==> src/rtl/deflate_pkg.sv <==
// Shared types and width defaults for the Deflate output stage.
package deflate_pkg;

    localparam int unsigned DEFLATE_DATA_WIDTH = 32;
    localparam int unsigned DEFLATE_PKT_LEN_W  = 16;

    typedef enum logic [1:0] {
        StIdle,
        StRun,
        StDrain,
        StDone
    } state_e;

endpackage

==> src/rtl/out_skid_buf.sv <==
// Two-entry register FIFO between the core output FIFO and the AXI4-Stream port.
module out_skid_buf #(
    parameter int unsigned WIDTH = 33
) (
    input  logic             i_clk,
    input  logic             i_rst_n,
    input  logic             i_clr,
    input  logic             i_push,
    input  logic [WIDTH-1:0] i_data,
    input  logic             i_pop,
    output logic [1:0]       o_occ,
    output logic [WIDTH-1:0] o_head
);

    logic [WIDTH-1:0] r_ent0;
    logic [WIDTH-1:0] r_ent1;
    logic [1:0]       r_occ;

    // Entry 0 is always the head; a pop shifts entry 1 forward.
    always_ff @(posedge i_clk or negedge i_rst_n) begin
        if (!i_rst_n) begin
            r_occ  <= 2'd0;
            r_ent0 <= '0;
            r_ent1 <= '0;
        end else if (i_clr) begin
            r_occ <= 2'd0;
        end else begin
            case ({i_push, i_pop})
                2'b10: begin
                    if (r_occ == 2'd0) r_ent0 <= i_data;
                    else               r_ent1 <= i_data;
                    r_occ <= r_occ + 2'd1;
                end
                2'b01: begin
                    r_ent0 <= r_ent1;
                    r_occ  <= r_occ - 2'd1;
                end
                2'b11: begin
                    if (r_occ == 2'd1) begin
                        r_ent0 <= i_data;
                    end else begin
                        r_ent0 <= r_ent1;
                        r_ent1 <= i_data;
                    end
                end
                default: ;
            endcase
        end
    end

    assign o_occ  = r_occ;
    assign o_head = r_ent0;

endmodule

==> src/rtl/deflate_out_packetizer.sv <==
// Drains the Deflate output FIFO into a packetised 32-bit AXI4-Stream master.
// Optional stream statistics counters are built when DEFLATE_OUT_STATS_EN is defined.
module deflate_out_packetizer
    import deflate_pkg::*;
#(
    parameter int unsigned DATA_WIDTH = DEFLATE_DATA_WIDTH,
    parameter int unsigned PKT_LEN_W  = DEFLATE_PKT_LEN_W
) (
    input  logic                  i_clk,
    input  logic                  i_rst_n,
    input  logic                  i_enable,
    input  logic [PKT_LEN_W-1:0]  i_pkt_len,
    input  logic                  i_fifo_empty,
    output logic                  o_fifo_rden,
    input  logic [DATA_WIDTH-1:0] i_fifo_data,
    input  logic                  i_fifo_last,
    output logic [DATA_WIDTH-1:0] o_m_axis_tdata,
    output logic                  o_m_axis_tvalid,
    input  logic                  i_m_axis_tready,
    output logic                  o_m_axis_tlast,
    output logic                  o_m_axis_tuser,
    output logic [31:0]           o_stream_words,
    output logic [15:0]           o_pkt_count,
    output logic                  o_done,
    output logic                  o_irq
);

    state_e                r_state;
    logic                  r_inflight;
    logic [PKT_LEN_W-1:0]  r_pkt_len;
    logic [PKT_LEN_W-1:0]  r_beat_cnt;
    logic                  r_done;

    logic [1:0]            w_occ;
    logic [1:0]            w_pending;
    logic [DATA_WIDTH:0]   w_head;
    logic                  w_rden;
    logic                  w_push;
    logic                  w_tvalid;
    logic                  w_hs;
    logic                  w_word_last;
    logic                  w_tlast;

    // occ + inflight bounds the buffer: every issued read has a guaranteed slot.
    assign w_pending   = w_occ + {1'b0, r_inflight};
    assign w_rden      = (r_state == StRun) & ~i_fifo_empty & (w_pending < 2'd2);
    assign w_push      = r_inflight & (r_state == StRun);
    assign w_tvalid    = (w_occ != 2'd0);
    assign w_hs        = w_tvalid & i_m_axis_tready;
    assign w_word_last = w_head[DATA_WIDTH];
    assign w_tlast     = ((r_pkt_len != '0) && (r_beat_cnt == r_pkt_len - PKT_LEN_W'(1)))
                         || w_word_last;

    out_skid_buf #(
        .WIDTH (DATA_WIDTH + 1)
    ) u_skid (
        .i_clk   (i_clk),
        .i_rst_n (i_rst_n),
        .i_clr   (~i_enable),
        .i_push  (w_push),
        .i_data  ({i_fifo_last, i_fifo_data}),
        .i_pop   (w_hs),
        .o_occ   (w_occ),
        .o_head  (w_head)
    );

    always_ff @(posedge i_clk or negedge i_rst_n) begin
        if (!i_rst_n) begin
            r_state    <= StIdle;
            r_inflight <= 1'b0;
            r_pkt_len  <= '0;
            r_beat_cnt <= '0;
            r_done     <= 1'b0;
        end else if (!i_enable) begin
            r_state    <= StIdle;
            r_inflight <= 1'b0;
            r_beat_cnt <= '0;
            r_done     <= 1'b0;
        end else begin
            r_inflight <= w_rden;
            if (w_hs) r_beat_cnt <= w_tlast ? '0 : r_beat_cnt + PKT_LEN_W'(1);
            case (r_state)
                StIdle: begin
                    r_pkt_len  <= i_pkt_len;
                    r_beat_cnt <= '0;
                    r_state    <= StRun;
                end
                StRun: begin
                    if (r_inflight && i_fifo_last) r_state <= StDrain;
                end
                StDrain: begin
                    if (w_hs && w_word_last) begin
                        r_state <= StDone;
                        r_done  <= 1'b1;
                    end
                end
                StDone: ;
                default: r_state <= StIdle;
            endcase
        end
    end

`ifdef DEFLATE_OUT_STATS_EN
    logic [31:0] r_stream_words;
    logic [15:0] r_pkt_count;

    always_ff @(posedge i_clk or negedge i_rst_n) begin
        if (!i_rst_n) begin
            r_stream_words <= 32'd0;
            r_pkt_count    <= 16'd0;
        end else if (!i_enable) begin
            r_stream_words <= 32'd0;
            r_pkt_count    <= 16'd0;
        end else if (w_hs) begin
            r_stream_words <= r_stream_words + 32'd1;
            if (w_tlast) r_pkt_count <= r_pkt_count + 16'd1;
        end
    end

    assign o_stream_words = r_stream_words;
    assign o_pkt_count    = r_pkt_count;
`else
    assign o_stream_words = 32'd0;
    assign o_pkt_count    = 16'd0;
`endif

    assign o_fifo_rden     = w_rden;
    assign o_m_axis_tdata  = w_head[DATA_WIDTH-1:0];
    assign o_m_axis_tvalid = w_tvalid;
    assign o_m_axis_tlast  = w_tvalid & w_tlast;
    assign o_m_axis_tuser  = w_tvalid & w_word_last;
    assign o_done          = r_done;
    assign o_irq           = r_done;

endmodule

==> config.mk <==
export PLATFORM = sky130hd
export DESIGN_NAME = deflate_out_packetizer
export DESIGN_NICKNAME = d
export VERILOG_FILES = /design/src/rtl/deflate_pkg.sv /design/src/rtl/out_skid_buf.sv /design/src/rtl/deflate_out_packetizer.sv
export SDC_FILE = /design/constraint.sdc
export NUM_CORES = 1
export LEC_CHECK = 0
export CAP_MARGIN = 10
export CORE_MARGIN = 3
export CORE_UTILIZATION = 46
export CTS_CLUSTER_DIAMETER = 100
export DETAILED_ROUTE_END_ITERATION = 12
export HOLD_SLACK_MARGIN = 0.12
export PLACE_DENSITY = 0.81
export SLEW_MARGIN = 10
export SYNTH_ARGS = -nofsm -noshare
export SYNTH_HDL_FRONTEND = slang
export SYNTH_SLANG_ARGS = --single-unit
==> constraint.sdc <==
create_clock -name i_clk -period 3.3 [get_ports i_clk]
set_input_delay 0.495 -clock i_clk [delete_from_list [all_inputs] [get_ports i_clk]]
set_output_delay 0.495 -clock i_clk [all_outputs]
set_load 0.02 [all_outputs]
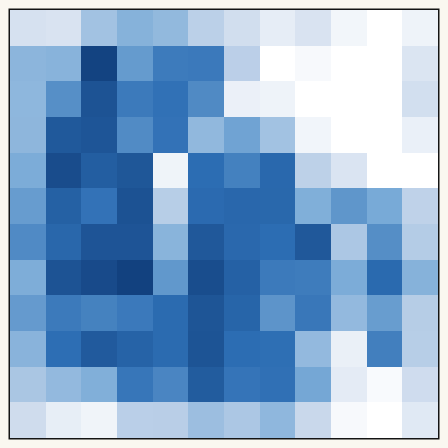
run_1/density.png
The die is cut into 12 by 12 equal tiles; white is low, dark blue is high, 0 to 100% covered.
mean over tiles	48%
nearly empty tiles	8.3%
fullest tile	93%
emptiest ninth of the die	north-east
densest ninth of the die	west
Starting Density: 0.478
post-layout util: 0.571
Core ar.: 0.0122 mm^2

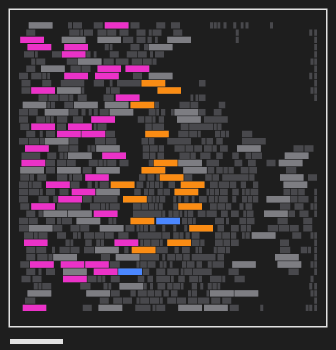
run_1/registers.png
Bar = 20 um. Other sequential cells in the stronger grey, the rest of the logic in the fainter grey.
colour	signal	sequential cells
orange	`r_beat_cnt`	16
magenta	`u_skid.r_ent1`	33
blue	`u_skid.o_occ`	2
flop share of the area: 0.373
Seq. pwr: 1.99 mW
Register Area: 0.00260 mm^2

==> impl_metrics.env, run 1 <==
# yosys + openroad results
export IMPL_drive_above_1_share=0.167
export IMPL_nNonClkInverters=16
export IMPL_layout_cells_most_common_list="dfrtp_1, clkdlybuf4s50_1, nand2_1, mux2_2, conb_1"
export IMPL_dp_hpwl_um=8790
export IMPL_critPathKind="register to output port"
export IMPL_top_area_cell="dfrtp_1"
export IMPL_path_cells="inv_2, ha_4, or4b_4, or3_1, a2111o_1, a2111oi_4, o2111a_1, a21oi_2, nor2_1, buf_4"
export IMPL_crit_family="AND-OR/OR-AND gates"
export IMPL_yosys_warnings=0
export IMPL_seq_cells=104
export IMPL_cp_max_fo=2
export IMPL_pg_comb_mw=2.31
export IMPL_worst_r2r_setup_slack_ns=0.17
export IMPL_use_met1=0.224
export IMPL_fin_ws_ns=-0.144
export IMPL_cts_root_buf="clkbuf_16"
export IMPL_p_seq_frac=0.367
export IMPL_wl_per_cell_um=15.5
export IMPL_numCtsBuffers=9
export IMPL_failed_checks="negative setup slack"
export IMPL_top_power_group="combinational logic"
export IMPL_fmax_mhz=290
export IMPL_die_width_um=119
export IMPL_cpMaxStageDelayCell="or4b_4"
export IMPL_period_used=1.04
export IMPL_start_kind="register"
export IMPL_die_size_y_um=119
export IMPL_clk_power_mw=1.12
export IMPL_wl_met3_um=1040
export IMPL_ant_nets=0
export IMPL_dp_slack_ns=-0.428
export IMPL_clock_skew_ns=0.00953
export IMPL_wl_met2_um=6020
export IMPL_end_kind="output port"
export IMPL_setup_viol=1
export IMPL_final_cells=807
export IMPL_ys_chip_area_mm2=0.00584
export IMPL_crit_buf_inv=2
export IMPL_track_usage=0.180
export IMPL_synth_most_common_cell="dfrtp_1"
export IMPL_placed_cell_area_mm2=0.00663
export IMPL_synthFlopType="dfrtp_1"
export IMPL_taps=168
export IMPL_status="complete, but fails checks"
export IMPL_insertion_delay_ns=0.35
export IMPL_p_leak_nw=3.07
export IMPL_vias_per_cell=5.20
export IMPL_lay_top_count="dfrtp_1"
export IMPL_xor_share=0.0285
export IMPL_setup_tns_ns=-0.144
export IMPL_antenna_found_initial=0
export IMPL_drt_iter0_markers=157
export IMPL_clk_pin_slew_ns=0.07
export IMPL_p_sw_frac=0.368
export IMPL_ir_drop_mv=0.610
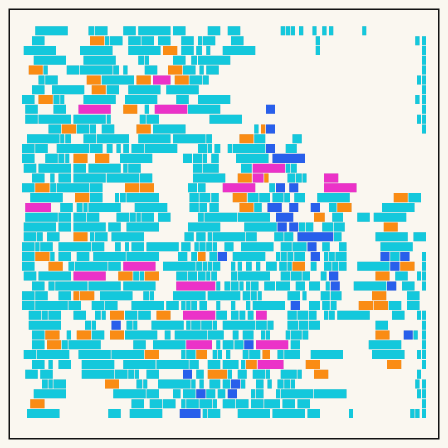
run_1/drive_strength.png
colour	size	cells	share
blue	drive 3 to 4	31	4.9%
orange	drive 2	59	9.2%
magenta	drive 6 and up	17	2.7%
cyan	drive 1 or less	532	83%
design area: 0.00698 mm^2
Synth-to-Final Area Change: 19.5%
Buffers, non-clock: 117

run_1/pins.png
Bar = 20 um. Pins as bars across the die edge, other pins in grey.
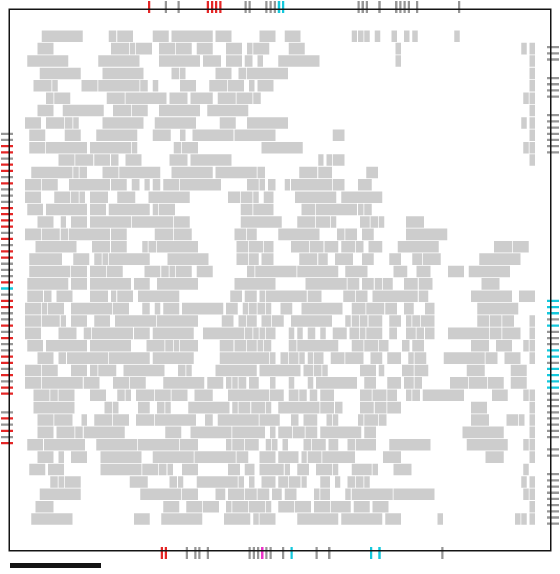

==> inputs of run 2 (changes only) <==
- SETUP_SLACK_MARGIN: not set -> 0.5
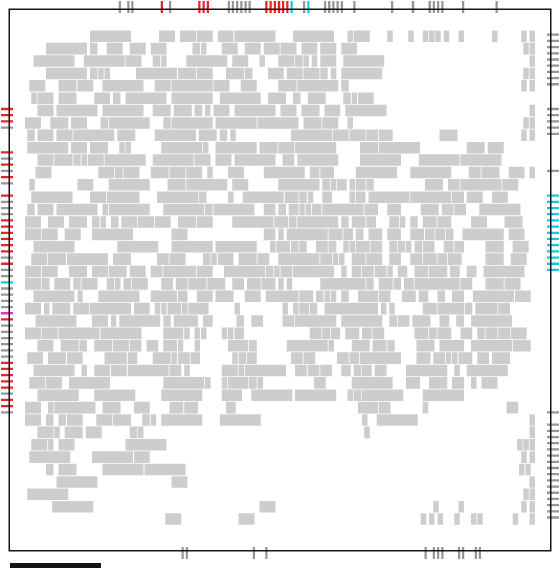
run_2/pins.png
Bar = 20 um. Pins as bars across the die edge, other pins in grey.
colour	port	pins	direction	edge
magenta	`i_m_axis_tready`	1	input	west
cyan	`i_pkt_len`	16	input	13 east, 2 north, 1 west
red	`i_fifo_data`	32	input	22 west, 10 north
Die W: 119 um
PortBufs: 91
chip height: 119 um

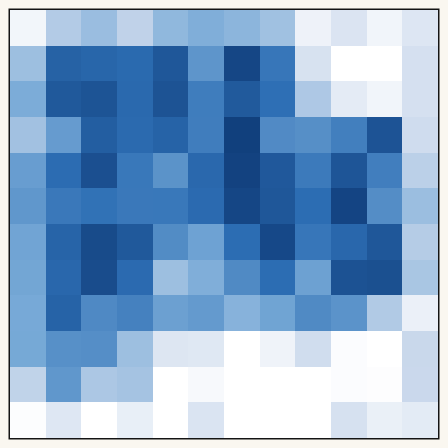
run_2/density.png
The die is cut into 12 by 12 equal tiles; white is low, dark blue is high, 0 to 100% covered.
post-layout util: 0.574

==> run 2 against run 1 <==
The run still ends with negative setup slack left. Die size unchanged. Fmax increased by 0.20%. Sequential power about the same. Hold slack got worse by 0.0084 ns. Total power decreased by 1.7%. Via count increased by 0.60%. Clock skew decreased by 0.0013 ns. Critical path depth unchanged. Clock power decreased by 5%. Non-clock buffer count unchanged. First-iteration DRC count increased by 48%. Critical endpoint unchanged. Highest routed layer unchanged.
==> impl_metrics.env, run 2 <==
# yosys + openroad results
export IMPL_ant_nets=0
export IMPL_dp_hpwl_um=8780
export IMPL_final_cells=807
export IMPL_dp_slack_ns=-0.354
export IMPL_core_mm2=0.0122
export IMPL_wl_per_cell_um=15.4
export IMPL_xor_share=0.0285
export IMPL_worst_r2r_setup_slack_ns=0.18
export IMPL_lay_top_count="dfrtp_1"
export IMPL_seq_area_mm2=0.00260
export IMPL_n_all_buffers=117
export IMPL_use_met1=0.212
export IMPL_sh_seq_area=0.371
export IMPL_clock_skew_ns=0.00826
export IMPL_crit_buf_inv=2
export IMPL_status="complete, but fails checks"
export IMPL_drt_iter0_markers=233
export IMPL_wl_met2_um=6290
export IMPL_placed_cell_area_mm2=0.00662
export IMPL_fmax_mhz=291
export IMPL_p_seq_frac=0.371
export IMPL_p_leak_nw=3.09
export IMPL_track_usage=0.179
export IMPL_ys_chip_area_mm2=0.00584
export IMPL_fin_ws_ns=-0.137
export IMPL_synthFlopType="dfrtp_1"
export IMPL_clk_power_mw=1.06
export IMPL_setup_viol=1
export IMPL_ir_drop_mv=0.463
export IMPL_failed_checks="negative setup slack"
export IMPL_taps=168
export IMPL_synth_most_common_cell="dfrtp_1"
export IMPL_vias_per_cell=5.23
export IMPL_top_power_group="combinational logic"
export IMPL_period_used=1.04
export IMPL_cp_max_fo=2
export IMPL_path_cells="inv_1, ha_2, or4b_4, or3_1, a2111o_1, a2111oi_4, o2111a_2, a21oi_2, nor2_4, buf_6"
export IMPL_cpMaxStageDelayCell="or4b_4"
export IMPL_top_area_cell="dfrtp_1"
Power and IR drop assume default switching activity.
